Figure 1. Met1 routing (run 1).
The bar under the picture is 20 um long. Supply wires on this layer in grey.
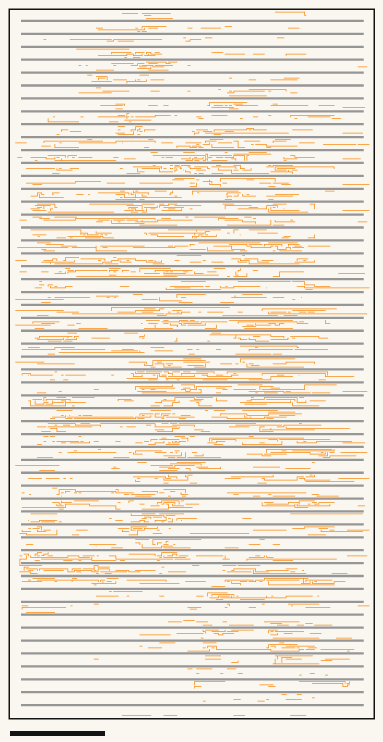
Figure 2. Signal wires on met2 (run 1).
The bar under the picture is 20 um long.
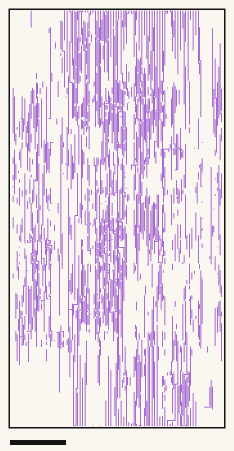
Figure 3. Met3 routing (run 1).
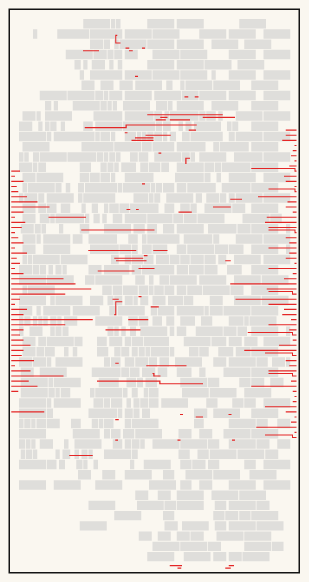
[src/rtl/tanh_pwl_ctrl.sv]
// Piecewise-linear tanh sequencer: classifies |x|, issues |x|*slope+intercept to a shared FMA.
// Optional TANH_SAT_BYPASS_EN: the saturated segment returns +/-1.0 without using the FMA.
module tanh_pwl_ctrl #(
  parameter int unsigned                 FLOAT_WIDTH = 32,
  parameter logic [FLOAT_WIDTH-1:0]      BP0         = 32'h3f400000,
  parameter logic [FLOAT_WIDTH-1:0]      BP1         = 32'h3fc00000,
  parameter logic [FLOAT_WIDTH-1:0]      BP2         = 32'h40300000,
  parameter logic [FLOAT_WIDTH-1:0]      BP3         = 32'h40a00000,
  parameter int unsigned                 TIMEOUT     = 64
) (
  input  logic                   clk,
  input  logic                   reset,
  input  logic                   in_valid,
  output logic                   in_ready,
  input  logic [FLOAT_WIDTH-1:0] x,
  output logic                   out_valid,
  input  logic                   out_ready,
  output logic [FLOAT_WIDTH-1:0] y,
  output logic                   err,
  output logic                   fma_req,
  input  logic                   fma_gnt,
  output logic [FLOAT_WIDTH-1:0] fma_a,
  output logic [FLOAT_WIDTH-1:0] fma_b,
  output logic [FLOAT_WIDTH-1:0] fma_c,
  input  logic                   fma_valid,
  input  logic [FLOAT_WIDTH-1:0] fma_result
);

  localparam int unsigned            CNT_W   = $clog2(TIMEOUT);
  localparam logic [FLOAT_WIDTH-1:0] QNAN    = 32'h7fc00000;
  localparam logic [FLOAT_WIDTH-2:0] ONE_MAG = 31'h3f800000;

  typedef enum logic [2:0] {
    S_IDLE,
    S_CLASS,
    S_ISSUE,
    S_WAIT,
    S_DONE
  } state_e;

  state_e                 state_q, state_d;
  logic                   sign_q, sign_d;
  logic [FLOAT_WIDTH-1:0] mag_q, mag_d;
  logic [FLOAT_WIDTH-1:0] slope_q, slope_d;
  logic [FLOAT_WIDTH-1:0] icpt_q, icpt_d;
  logic [FLOAT_WIDTH-1:0] y_q, y_d;
  logic                   err_q, err_d;
  logic [CNT_W-1:0]       cnt_q, cnt_d;

  logic [2:0]             seg;
  logic [FLOAT_WIDTH-1:0] tbl_slope, tbl_icpt;
  logic                   unused_res_sign;

  assign unused_res_sign = fma_result[FLOAT_WIDTH-1];

  // Positive IEEE values order the same as their unsigned bit patterns.
  always_comb begin
    if (mag_q < BP0)      seg = 3'd0;
    else if (mag_q < BP1) seg = 3'd1;
    else if (mag_q < BP2) seg = 3'd2;
    else if (mag_q < BP3) seg = 3'd3;
    else                  seg = 3'd4;
  end

  always_comb begin
    tbl_slope = '0;
    tbl_icpt  = '0;
    unique case (seg)
      3'd0: begin tbl_slope = 32'h3f58cc2a; tbl_icpt = 32'h00000000; end
      3'd1: begin tbl_slope = 32'h3eb851cc; tbl_icpt = 32'h3ebaf4e5; end
      3'd2: begin tbl_slope = 32'h3d8e116d; tbl_icpt = 32'h3f4d1487; end
      3'd3: begin tbl_slope = 32'h3b6a7545; tbl_icpt = 32'h3f7b65c2; end
      default: begin tbl_slope = 32'h00000000; tbl_icpt = 32'h3f800000; end
    endcase
  end

  always_comb begin
    state_d = state_q;
    sign_d  = sign_q;
    mag_d   = mag_q;
    slope_d = slope_q;
    icpt_d  = icpt_q;
    y_d     = y_q;
    err_d   = err_q;
    cnt_d   = cnt_q;

    unique case (state_q)
      S_IDLE: begin
        if (in_valid) begin
          sign_d = x[FLOAT_WIDTH-1];
          mag_d  = {1'b0, x[FLOAT_WIDTH-2:0]};
          if (x[30:23] == 8'hff) begin
            state_d = S_DONE;
            y_d     = (x[22:0] != '0) ? QNAN : {x[FLOAT_WIDTH-1], ONE_MAG};
          end else begin
            state_d = S_CLASS;
          end
        end
      end
      S_CLASS: begin
        slope_d = tbl_slope;
        icpt_d  = tbl_icpt;
        state_d = S_ISSUE;
`ifdef TANH_SAT_BYPASS_EN
        if (seg == 3'd4) begin
          state_d = S_DONE;
          y_d     = {sign_q, ONE_MAG};
        end
`endif
      end
      S_ISSUE: begin
        if (fma_gnt) begin
          state_d = S_WAIT;
          cnt_d   = '0;
        end
      end
      S_WAIT: begin
        cnt_d = cnt_q + CNT_W'(1);
        if (fma_valid) begin
          y_d     = {sign_q, fma_result[FLOAT_WIDTH-2:0]};
          state_d = S_DONE;
        end else if (cnt_q == CNT_W'(TIMEOUT - 1)) begin
          err_d   = 1'b1;
          y_d     = QNAN;
          state_d = S_DONE;
        end
      end
      S_DONE: begin
        if (out_ready) state_d = S_IDLE;
      end
      default: state_d = S_IDLE;
    endcase
  end

  always_ff @(posedge clk) begin
    if (!reset) begin
      state_q <= S_IDLE;
      sign_q  <= 1'b0;
      mag_q   <= '0;
      slope_q <= '0;
      icpt_q  <= '0;
      y_q     <= '0;
      err_q   <= 1'b0;
      cnt_q   <= '0;
    end else begin
      state_q <= state_d;
      sign_q  <= sign_d;
      mag_q   <= mag_d;
      slope_q <= slope_d;
      icpt_q  <= icpt_d;
      y_q     <= y_d;
      err_q   <= err_d;
      cnt_q   <= cnt_d;
    end
  end

  // Handshake outputs are gated by reset so a mid-flight reset drops them at once.
  assign in_ready  = reset && (state_q == S_IDLE);
  assign fma_req   = reset && (state_q == S_ISSUE);
  assign out_valid = reset && (state_q == S_DONE);
  assign y         = y_q;
  assign err       = err_q;
  assign fma_a     = mag_q;
  assign fma_b     = slope_q;
  assign fma_c     = icpt_q;

endmodule

[config.mk]
export PLATFORM = sky130hd
export DESIGN_NAME = tanh_pwl_ctrl
export DESIGN_NICKNAME = d
export VERILOG_FILES = /design/src/rtl/tanh_pwl_ctrl.sv
export SDC_FILE = /design/constraint.sdc
export NUM_CORES = 1
export LEC_CHECK = 0
export ABC_AREA = 0
export CAP_MARGIN = 25
export CORE_ASPECT_RATIO = 2
export CORE_MARGIN = 2
export CORE_UTILIZATION = 37
export CTS_BUF_LIST = sky130_fd_sc_hd__clkbuf_4
export CTS_CLUSTER_DIAMETER = 100
export DETAILED_ROUTE_END_ITERATION = 10
export GPL_ROUTABILITY_DRIVEN = 1
export PLACE_DENSITY = 0.79
export SYNTH_ARGS = -nofsm -noshare
export SYNTH_HDL_FRONTEND = slang
export SYNTH_SLANG_ARGS = --single-unit
[constraint.sdc]
create_clock -name clk -period 1.85 [get_ports clk]
set_clock_uncertainty 0.05 [all_clocks]
set_input_delay 0.4625 -clock clk [delete_from_list [all_inputs] [get_ports clk]]
set_output_delay 0.4625 -clock clk [all_outputs]
set_load 0.1 [all_outputs]
==> CHANGELOG.md, run 1 <==
### Implementation results

- Synth warn: 0
- Total Power: 6.04 mW
- Pwr dens: 806 nW/um^2
- Top cells by count: 92 x dfxtp_1, 79 x nand2_1, 50 x a21oi_1
- Largest combinational cell category by area: AND-OR/OR-AND gates
- Aoi share: 21.2%
- Gate Area: 1700 sq um
- Clk network pwr share: 18.8%
- Antenna Nets Post-Route: 0
- Gp weighted congestion: 0.805
- Setup crit start kind: register
- Detailed Routing Iterations Pass 1: 4
- Yosys chip area: 3900 sq um
- Launch point of the worst reg-to-reg path: fma_a[24]$_SDFFE_PN0P_
- Comb power frac: 43.6%
- Worst hold start: sign_q$_SDFFE_PN0P_
- Core area: 10400 sq um
- First-pass GRT wire length: 21100 um
- Finished Core Util: 72.0%
- Max-area cell share: 47.2%
- I/O pin count: 202
- Worst VDD drop: 707 uV
- CP Class: register to output port
- Final std cells w/o fill: 772
- Failing checks: setup timing
- Final HPWL from detailed placement: 10700 um
- Ys cells: 435
- Max frequency: 500 MHz
- Status: finished with violations
- NetSw: 2.57 mW
- Global-route usage over all layers: 23.6%
- Iteration-0 DRC count of the detailed router: 163
- Fin. Hold Viols: 0
- Mapped Cells: 435
- EDFF count, synth: 0
- Die width: 76.6 um
- Yosys top cell by instances: dfxtp_1
- Placed Instances: 740
- Layout Area Growth over Synthesis: 92.2%
- Core Util at FP: 37.5%
- Mux area share: 0.513%
- Top cells by area: dfxtp_1 47%, buf_4 9.2%, nand2_1 7.6%, a21oi_1 6.4%, a22o_1 4.9%
- Root Buffer: clkbuf_4
- Internal power: 3.47 mW
- Simple-gate area share of the yosys netlist: 18.1%
- H-tree Lvls: 3
- Sw frac: 42.5%
- Ys async rst share: 0%
- Crit share post-route: 108%
- Adder share: 0.321%
- CP startpoint: state_q[0]$_SDFFE_PN0P_
- # setup viols final: 4
- CTS tree: done
- Final setup margin: -0.152 ns
- Worst R2R Path Depth: 4
- Number of global-route vias before repair: 4122
- Largest area contributor in the netlist: dfxtp_1
- Cell row count: 53
- Hold depth: 2
- Crit. End Element: output port
- Largest net degree at the start of global routing: 33
- Port bufs: 188
- Post-synthesis sequential area ratio: 47.2%
- Num CTS Buffers: 9
- CP required: 1.34 ns
About Figure 1:
longest straight run: 24.8 um
main direction: horizontal
nets with wire on the layer: 589

About Figure 2:
wire length on this layer: 7870 um
longest straight run: 51.2 um
nets with wire on the layer: 639

About Figure 3:
main direction: horizontal
longest straight run: 21.4 um
wire length on this layer: 784 um
share of all routed wire: 5.8%
wirelength, routed: 13600 um
Vias: 3986
met3 Use GR: 5.87%

## run 1: worst max-delay path, cell delays in order, from the launching register on
cell and delay [ns]:
dfxtp_2 0.37, or2_4 0.26, buf_6 0.13, nor2_4 0.10
buf_12 0.18
## run 1: power groups by stage
stage	sequential [mW]	combinational, mW	clock, mW
floorplan	2.90	0.991	0
global placement	2.31	2.53	0
detailed placement	2.32	2.57	0
CTS	2.28	2.62	1.17
global route	2.29	2.71	1.26
finish	2.27	2.63	1.14
## run 1: cells by family (layout without fill, tap and decap cells)
family	Yosys count	count (layout)
AND/OR/NAND/NOR	143	143
other	1	13
multiplexers	2	2
AND-OR/OR-AND	119	119
flip-flops	92	92
XOR/XNOR	1	1
buffers and inverters	76	264
adder cells (fa/ha/maj)	1	1
## run 1: state kept, by name (all words and copies together), names as in the netlist
| signal | cells |
|---|---|
| fma_a | 31 |
| fma_b | 8 |
| fma_c | 10 |
| err | 1 |
| cnt_q | 6 |
| state_q | 3 |
| y | 32 |
| sign_q | 1 |
## run 1: metal layers
layer	track usage [%]	vias to the layer above	routed length (um)
li1	-	1872	-
met1	22.9	1880	4430
met2	45.6	195	7870
met3	5.87	39	783
met4	11.5	0	511
met5	0	-	0
## run 1: placed cells by master, fill, tap and decap left out, types with 3 or more instances in the layout
cell and n:
and3_1 3, nor4_1 6, nor3_1 4, o221a_2 3
o21ai_0 13, nor3b_4 3, a21oi_1 49, conb_1 12
dfxtp_4 9, buf_12 124, nand2b_1 3, a31oi_1 3
nor2_1 13, clkdlybuf4s50_1 67, and2_1 3, dfxtp_2 19
nand3b_1 3, o211a_1 4, nand3_1 4, buf_6 4
nand2_1 79, inv_1 3, buf_4 48, a22o_1 22
o221a_1 4, inv_6 3, dfxtp_1 64, clkbuf_4 9
nand4_1 6
## run 1: worst max path at each step
| stage | slack, ns | to | depth (start not counted) |
|---|---|---|---|
| after floorplan | -0.14 | fma_req | 3 |
| after global placement | -0.44 | y[27]$_SDFFE_PN0P_ | 7 |
| after detailed placement | -0.50 | y[30]$_SDFFE_PN0P_ | 7 |
| after CTS | -0.17 | in_ready | 4 |
| after global routing | -0.22 | in_ready | 4 |
| final | -0.15 | in_ready | 4 |
## run 1: per-stage QoR
stage	setup slack, ns	setup TNS (ns)	hold WS (ns)	instance area [sq um]
2_1_floorplan	-0.144	-0.243	0.387	4010
3_3_place_gp	-0.436	-14.12	0.394	7160
3_5_place_dp	-0.496	-15.36	0.403	7160
4_1_cts	-0.169	-0.455	0.424	7430
5_1_grt	-0.216	-0.934	0.447	7490
6_report	-0.152	-0.388	0.422	7490
## run 1: layout make-up
type | count | area share [%]
timing repair buffer | 244 | 47.6
sequential | 92 | 25.3
multi-input combinational | 278 | 22.7
tap | 137 | 2.29
clock inverter | 7 | 0.985
clock buffer | 9 | 0.902
inverter | 4 | 0.200
antenna | 1 | 0.0334
## run 1: repair_timing
item / 4_1_cts / 5_1_grt
pin swaps: 5 / 4
hold buffers: 0 / 0
buffers inserted: 10 / 5
gates resized: 17 / 7
setup endpoints to repair: 7 / 46
hold endpoints to repair: 0 / 0
==> inputs of run 2 (changes only) <==
--- a/config.mk
+++ b/config.mk
@@ -12,6 +12,7 @@
 export CORE_UTILIZATION = 37
 export CTS_BUF_LIST = sky130_fd_sc_hd__clkbuf_4
 export CTS_CLUSTER_DIAMETER = 100
+export CTS_CLUSTER_SIZE = 16
 export DETAILED_ROUTE_END_ITERATION = 10
 export GPL_ROUTABILITY_DRIVEN = 1
 export PLACE_DENSITY = 0.79
Figure 4. Met4 routing (run 2).
The bar under the picture is 20 um long. Supply wires on this layer in grey.
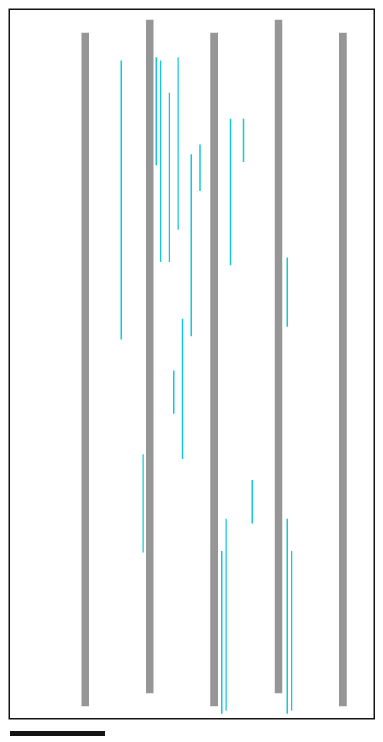
share of all routed wire: 3.8%
wire length on this layer: 511 um
nets with wire on the layer: 17
longest straight run: 58.5 um

Figure 5. Met1 routing (run 2).
The bar under the picture is 20 um long. Supply wires on this layer in grey.
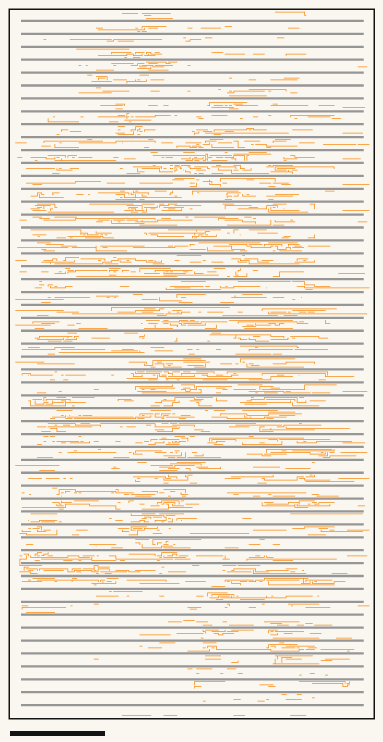
main direction: horizontal
nets with wire on the layer: 589
share of all routed wire: 33%
wire length on this layer: 4430 um
M1 GR Usage: 22.9%

Figure 6. Signal wires on met2 (run 2).
The bar under the picture is 20 um long.
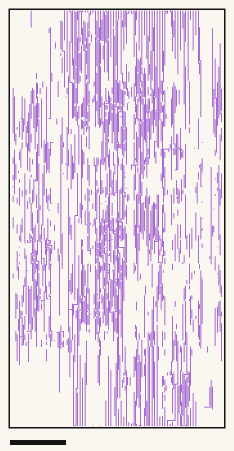
nets with wire on the layer: 639
share of all routed wire: 58%
main direction: vertical
longest straight run: 51.2 um
wire length on this layer: 7870 um

==> run 2 against run 1 <==
The flow still finishes with violations (setup timing). Global-route usage is the same. Total power is the same. Worst setup slack is the same. Critical path type unchanged. Critical endpoint unchanged. Largest cell class unchanged.
==> CHANGELOG.md, run 2 <==
### Implementation results

- Internal power: 3.47 mW
- Fin. Hold Viols: 0
- Post-synthesis sequential area ratio: 47.2%
- CP Class: register to output port
- Post-DR vias/cell: 5.16
- Post-Synthesis Cell Area: 3900 sq um
- Vias: 3986
- Number of global-route vias before repair: 4122
- CTS tree: done
- Worst path bufs/invs: 2
- Gp weighted congestion: 0.805
- Largest net degree at the start of global routing: 33
- Comb power frac: 43.6%
- Iteration-0 DRC count of the detailed router: 163
- First-pass GRT wire length: 21100 um
- Layout Area Growth over Synthesis: 92.2%
- H-tree Lvls: 3
- Yosys top cell by instances: dfxtp_1
- Crit share post-route: 108%
- Crit. End Element: output port
- CP peak stage delay: 0.37 ns
- Final setup margin: -0.152 ns
- Post-DP Area: 7160 sq um
- Synth warn: 0
- Max frequency: 500 MHz
- Setup TNS: -0.388 ns
- EDFF count, synth: 0
- Sw frac: 42.5%
- Share of layout cells above drive strength 1: 38.3%
- Mapped Cells: 435
- Clk network pwr share: 18.8%
- Fill count: 702
- Detailed Routing Iterations Pass 1: 4
- Top cells by count: 92 x dfxtp_1, 79 x nand2_1, 50 x a21oi_1
- Post-Place Setup Slack: -0.496 ns
- Slowest CP cell: dfxtp_2
- Global-route usage over all layers: 23.6%
- Largest area contributor in the netlist: dfxtp_1
- Max-area cell share: 47.2%
- Finished Core Util: 72.0%
- Ys cells: 435
- Top cells by area: dfxtp_1 47%, buf_4 9.2%, nand2_1 7.6%, a21oi_1 6.4%, a22o_1 4.9%
- Unrepaired setup endpoints after global routing: yes
- Wirelength, routed: 13600 um
- Final Cell Area: 7490 sq um
- Root Buffer: clkbuf_4
- Max reg flops: 32
- Die width: 76.6 um
- Core Util at FP: 37.5%
- Final HPWL from detailed placement: 10700 um
- Antenna Nets Post-Route: 0
- Top delay family on crit path: flip-flops
- CP required: 1.34 ns
- Die span in y: 149 um
- Critical-path cell list: or2_4 > buf_6 > nor2_4 > buf_12
- NetSw: 2.57 mW
- Status: finished with violations
- Ys flop type: dfxtp_1
- Num CTS Buffers: 9
- Port bufs: 188
- Core area: 10400 sq um
- Ys async rst share: 0%
- # setup viols final: 4
- Cell row count: 53
- Commonest Layout Cell: buf_12
- Yosys chip area: 3900 sq um
- Failing checks: setup timing
- Cell variety after synth: 57
- Worst VDD drop: 707 uV
- Pwr dens: 806 nW/um^2
- Setup crit start kind: register
- I/O pin count: 202
- Most numerous logic cells after layout: 124 x buf_12, 79 x nand2_1, 67 x clkdlybuf4s50_1, 64 x dfxtp_1, 49 x a21oi_1
-- run 2: cell families (layout without fill, tap and decap cells) --
logic type	after synthesis	count (layout)	synth area share, %
AND-OR/OR-AND	119	119	21.2
XOR/XNOR	1	1	0.225
adder cells (fa/ha/maj)	1	1	0.321
buffers and inverters	76	264	12.3
flip-flops	92	92	47.2
multiplexers	2	2	0.513
other	1	13	0.0962
AND/OR/NAND/NOR	143	143	18.1
-- run 2: what timing repair did --
item / 4_1_cts / 5_1_grt
pin swaps: 5 / 4
gates cloned: 0 / 0
buffers inserted: 10 / 5
endpoints found under the setup margin: 7 / 46
resized: 17 / 7
hold buffers: 0 / 0
-- run 2: stage by stage --
step           cells  total power [mW]  hold slack, ns
5_1_grt          772              6.26           0.447
2_1_floorplan    446              3.89           0.387
3_5_place_dp     740              4.89           0.403
3_3_place_gp     740              4.84           0.394
6_report         772              6.04           0.422
4_1_cts          766              6.07           0.424
-- run 2: path summary, 6_finish.rpt --
check	startpoint	endpoint	depth (start not counted)
setup / recovery	state_q[0]$_SDFFE_PN0P_	in_ready	4
hold / removal	sign_q$_SDFFE_PN0P_	sign_q$_SDFFE_PN0P_	2
setup reg to reg	fma_a[24]$_SDFFE_PN0P_	fma_b[22]$_SDFFE_PN0N_	4
hold reg to reg	sign_q$_SDFFE_PN0P_	sign_q$_SDFFE_PN0P_	2
-- run 2: layer usage --
metal | GRT usage, % | up-vias | share of wire (%) | wire length, um
met4 | 11.5 | 0 | 3.8 | 511
met1 | 22.9 | 1880 | 33 | 4430
li1 | - | 1872 | - | -
met5 | 0 | - | 0 | 0
met2 | 45.6 | 195 | 58 | 7870
met3 | 5.87 | 39 | 5.8 | 783
-- run 2: power by group through the flow --
stage / Sequential, mW / Clock [mW] / Combinational, mW
floorplan: 2.90 / 0 / 0.991
global placement: 2.31 / 0 / 2.53
CTS: 2.28 / 1.17 / 2.62
finish: 2.27 / 1.14 / 2.63
detailed placement: 2.32 / 0 / 2.57
global route: 2.29 / 1.26 / 2.71
-- run 2: worst reg2reg max path: stages (launching register included) --
cell and delay, ns:
dfxtp_4 0.38, or4_4 0.55, nor4b_4 0.29, nand4_1 0.25
a31oi_1 0.23
-- run 2: layout make-up --
type	count	area (sq um)	share of cell area, %
timing repair buffer	244	3570	47.6
sequential	92	1900	25.3
clock buffer	9	67.6	0.902
inverter	4	15.0	0.200
clock inverter	7	73.8	0.985
multi-input combinational	278	1700	22.7
tap	137	171	2.29
antenna	1	2.50	0.0334
==> inputs of run 3 (changes only) <==
--- a/config.mk
+++ b/config.mk
@@ -6,13 +6,12 @@
 export NUM_CORES = 1
 export LEC_CHECK = 0
 export ABC_AREA = 0
-export CAP_MARGIN = 25
 export CORE_ASPECT_RATIO = 2
 export CORE_MARGIN = 2
 export CORE_UTILIZATION = 37
 export CTS_BUF_LIST = sky130_fd_sc_hd__clkbuf_4
 export CTS_CLUSTER_DIAMETER = 100
-export CTS_CLUSTER_SIZE = 16
+export CTS_CLUSTER_SIZE = 8
 export DETAILED_ROUTE_END_ITERATION = 10
 export GPL_ROUTABILITY_DRIVEN = 1
 export PLACE_DENSITY = 0.79
Figure 7. Met3 routing (run 3).
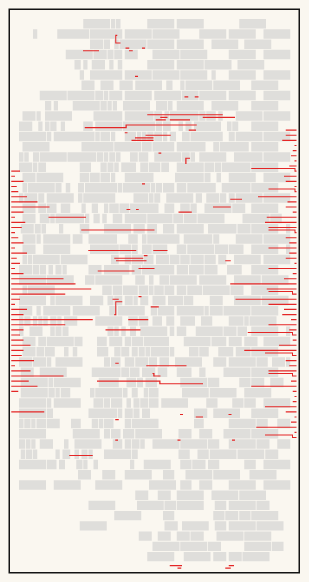
wire length on this layer: 784 um
share of all routed wire: 5.8%
nets with wire on the layer: 141
main direction: horizontal

Figure 8. Track usage over the die (run 3).
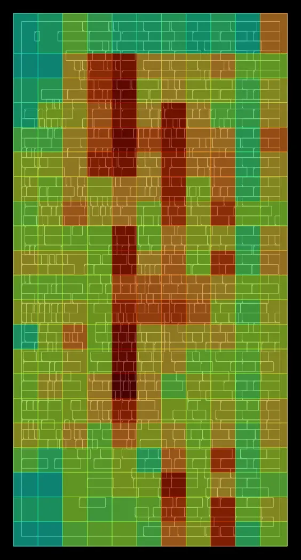
global-route usage over all layers: 23.6%
Finished Core Util: 72.0%
GR met2 Demand/Resource: 45.6%
WL per Instance: 17.6 um
global-route layer with the greatest usage: met2

Figure 9. Signal wires on met2 (run 3).
The bar under the picture is 20 um long.
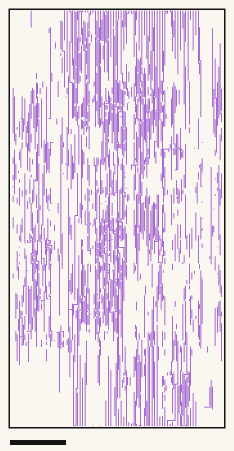
main direction: vertical
share of all routed wire: 58%
nets with wire on the layer: 639

==> run 3 against run 2 <==
The run still ends with setup timing left. Combinational power hardly changed. Flip-flop count unchanged. Sequential share of layout area unchanged. Critical path depth did not move. Routed wire length unchanged. Largest power group unchanged. Highest routed layer unchanged.
==> CHANGELOG.md, run 3 <==
### Implementation results

- Num CTS Buffers: 9
- CP startpoint: state_q[0]$_SDFFE_PN0P_
- H-tree Lvls: 3
- Number of global-route vias before repair: 4122
- Die span in y: 149 um
- Largest area contributor in the netlist: dfxtp_1
- Final std cells w/o fill: 772
- Max-area cell share: 47.2%
- Mapped Cells: 435
- Ys async rst share: 0%
- Ys flop type: dfxtp_1
- Pwr dens: 806 nW/um^2
- Post-synthesis sequential area ratio: 47.2%
- Detailed Routing Iterations Pass 1: 4
- Worst path bufs/invs: 2
- Yosys chip area: 3900 sq um
- Sw frac: 42.5%
- Wirelength, routed: 13600 um
- CP peak stage delay: 0.37 ns
- Final setup margin: -0.152 ns
- Crit. End Element: output port
- Die width: 76.6 um
- CP required: 1.34 ns
- Iteration-0 DRC count of the detailed router: 163
- NetSw: 2.57 mW
- Status: finished with violations
- Commonest Layout Cell: buf_12
- Comb power frac: 43.6%
- Cell row count: 53
- Vias: 3986
- Crit path depth: 4
- Top cells by area: dfxtp_1 47%, buf_4 9.2%, nand2_1 7.6%, a21oi_1 6.4%, a22o_1 4.9%
- Internal power: 3.47 mW
- Unrepaired setup endpoints after global routing: yes
- Top delay family on crit path: flip-flops
- End of the critical path: in_ready
- # setup viols final: 4
- Gp weighted congestion: 0.805
- Failing checks: setup timing
- Post-DR vias/cell: 5.16
- Hold depth: 2
- Clk network pwr share: 18.8%
- Total Power: 6.04 mW
- Setup crit start kind: register
- Critical-path cell list: or2_4 > buf_6 > nor2_4 > buf_12
- Root Buffer: clkbuf_4
- CTS tree: done
## run 3: cell counts in the layout (fill, tap and decap cells not counted)
No cell type changed its count.
## run 3: cells by family (layout without fill, tap and decap cells)
family | Yosys count | count (layout) | share of synthesized area [%]
AND/OR/NAND/NOR | 143 | 143 | 18.1
AND-OR/OR-AND | 119 | 119 | 21.2
flip-flops | 92 | 92 | 47.2
buffers and inverters | 76 | 264 | 12.3
multiplexers | 2 | 2 | 0.513
adder cells (fa/ha/maj) | 1 | 1 | 0.321
other | 1 | 13 | 0.0962
XOR/XNOR | 1 | 1 | 0.225
## run 3: what timing repair did
| action | in CTS | in global routing |
|---|---|---|
| setup endpoints to repair | 7 | 46 |
| resized | 17 | 7 |
| pin swaps | 5 | 4 |
| setup buffers | 10 | 5 |
## run 3: layout make-up
cell class	instances	area (sq um)	area share [%]
well taps	137	171	2.29
clock buffers	9	67.6	0.902
repair buffers	244	3570	47.6
clock inverters	7	73.8	0.985
multi-input cells	278	1700	22.7
inverters	4	15.0	0.200
flip-flops and latches	92	1900	25.3
diodes	1	2.50	0.0334
## run 3: through the flow
step                      instance area, sq um  utilization [%]
after floorplan                           4010                -
after global placement                    7160             68.8
after detailed placement                  7160             68.8
after CTS                                 7430             71.3
after global routing                      7490             72.0
final                                     7490             72.0
## run 3: power groups by stage
| stage | clock network [mW] | logic (mW) | registers (mW) |
|---|---|---|---|
| final | 1.14 | 2.63 | 2.27 |
| after global routing | 1.26 | 2.71 | 2.29 |
| after CTS | 1.17 | 2.62 | 2.28 |
| after detailed placement | 0 | 2.57 | 2.32 |
| after global placement | 0 | 2.53 | 2.31 |
| after floorplan | 0 | 0.991 | 2.90 |
## run 3: worst min-delay path, stage by stage, from the launching register on
cell and delay (ns):
dfxtp_1 0.34, nand2_1 0.05, a21oi_1 0.05
## run 3: metal layers
metal  up-vias  track usage, %  share of wire [%]
met3        39            5.87                5.8
met4         0            11.5                3.8
li1       1872               -                  -
met5         -               0                  0
met2       195            45.6                 58
met1      1880            22.9                 33
## run 3: worst min-delay path by stage
stage	from	slack, ns	end
after floorplan	sign_q$_SDFFE_PN0P_	0.39	sign_q$_SDFFE_PN0P_
final	sign_q$_SDFFE_PN0P_	0.42	sign_q$_SDFFE_PN0P_
after CTS	sign_q$_SDFFE_PN0P_	0.42	sign_q$_SDFFE_PN0P_
after global placement	sign_q$_SDFFE_PN0P_	0.39	sign_q$_SDFFE_PN0P_
after detailed placement	sign_q$_SDFFE_PN0P_	0.40	sign_q$_SDFFE_PN0P_
after global routing	sign_q$_SDFFE_PN0P_	0.45	sign_q$_SDFFE_PN0P_
Power is estimated from default activity; no workload was simulated.
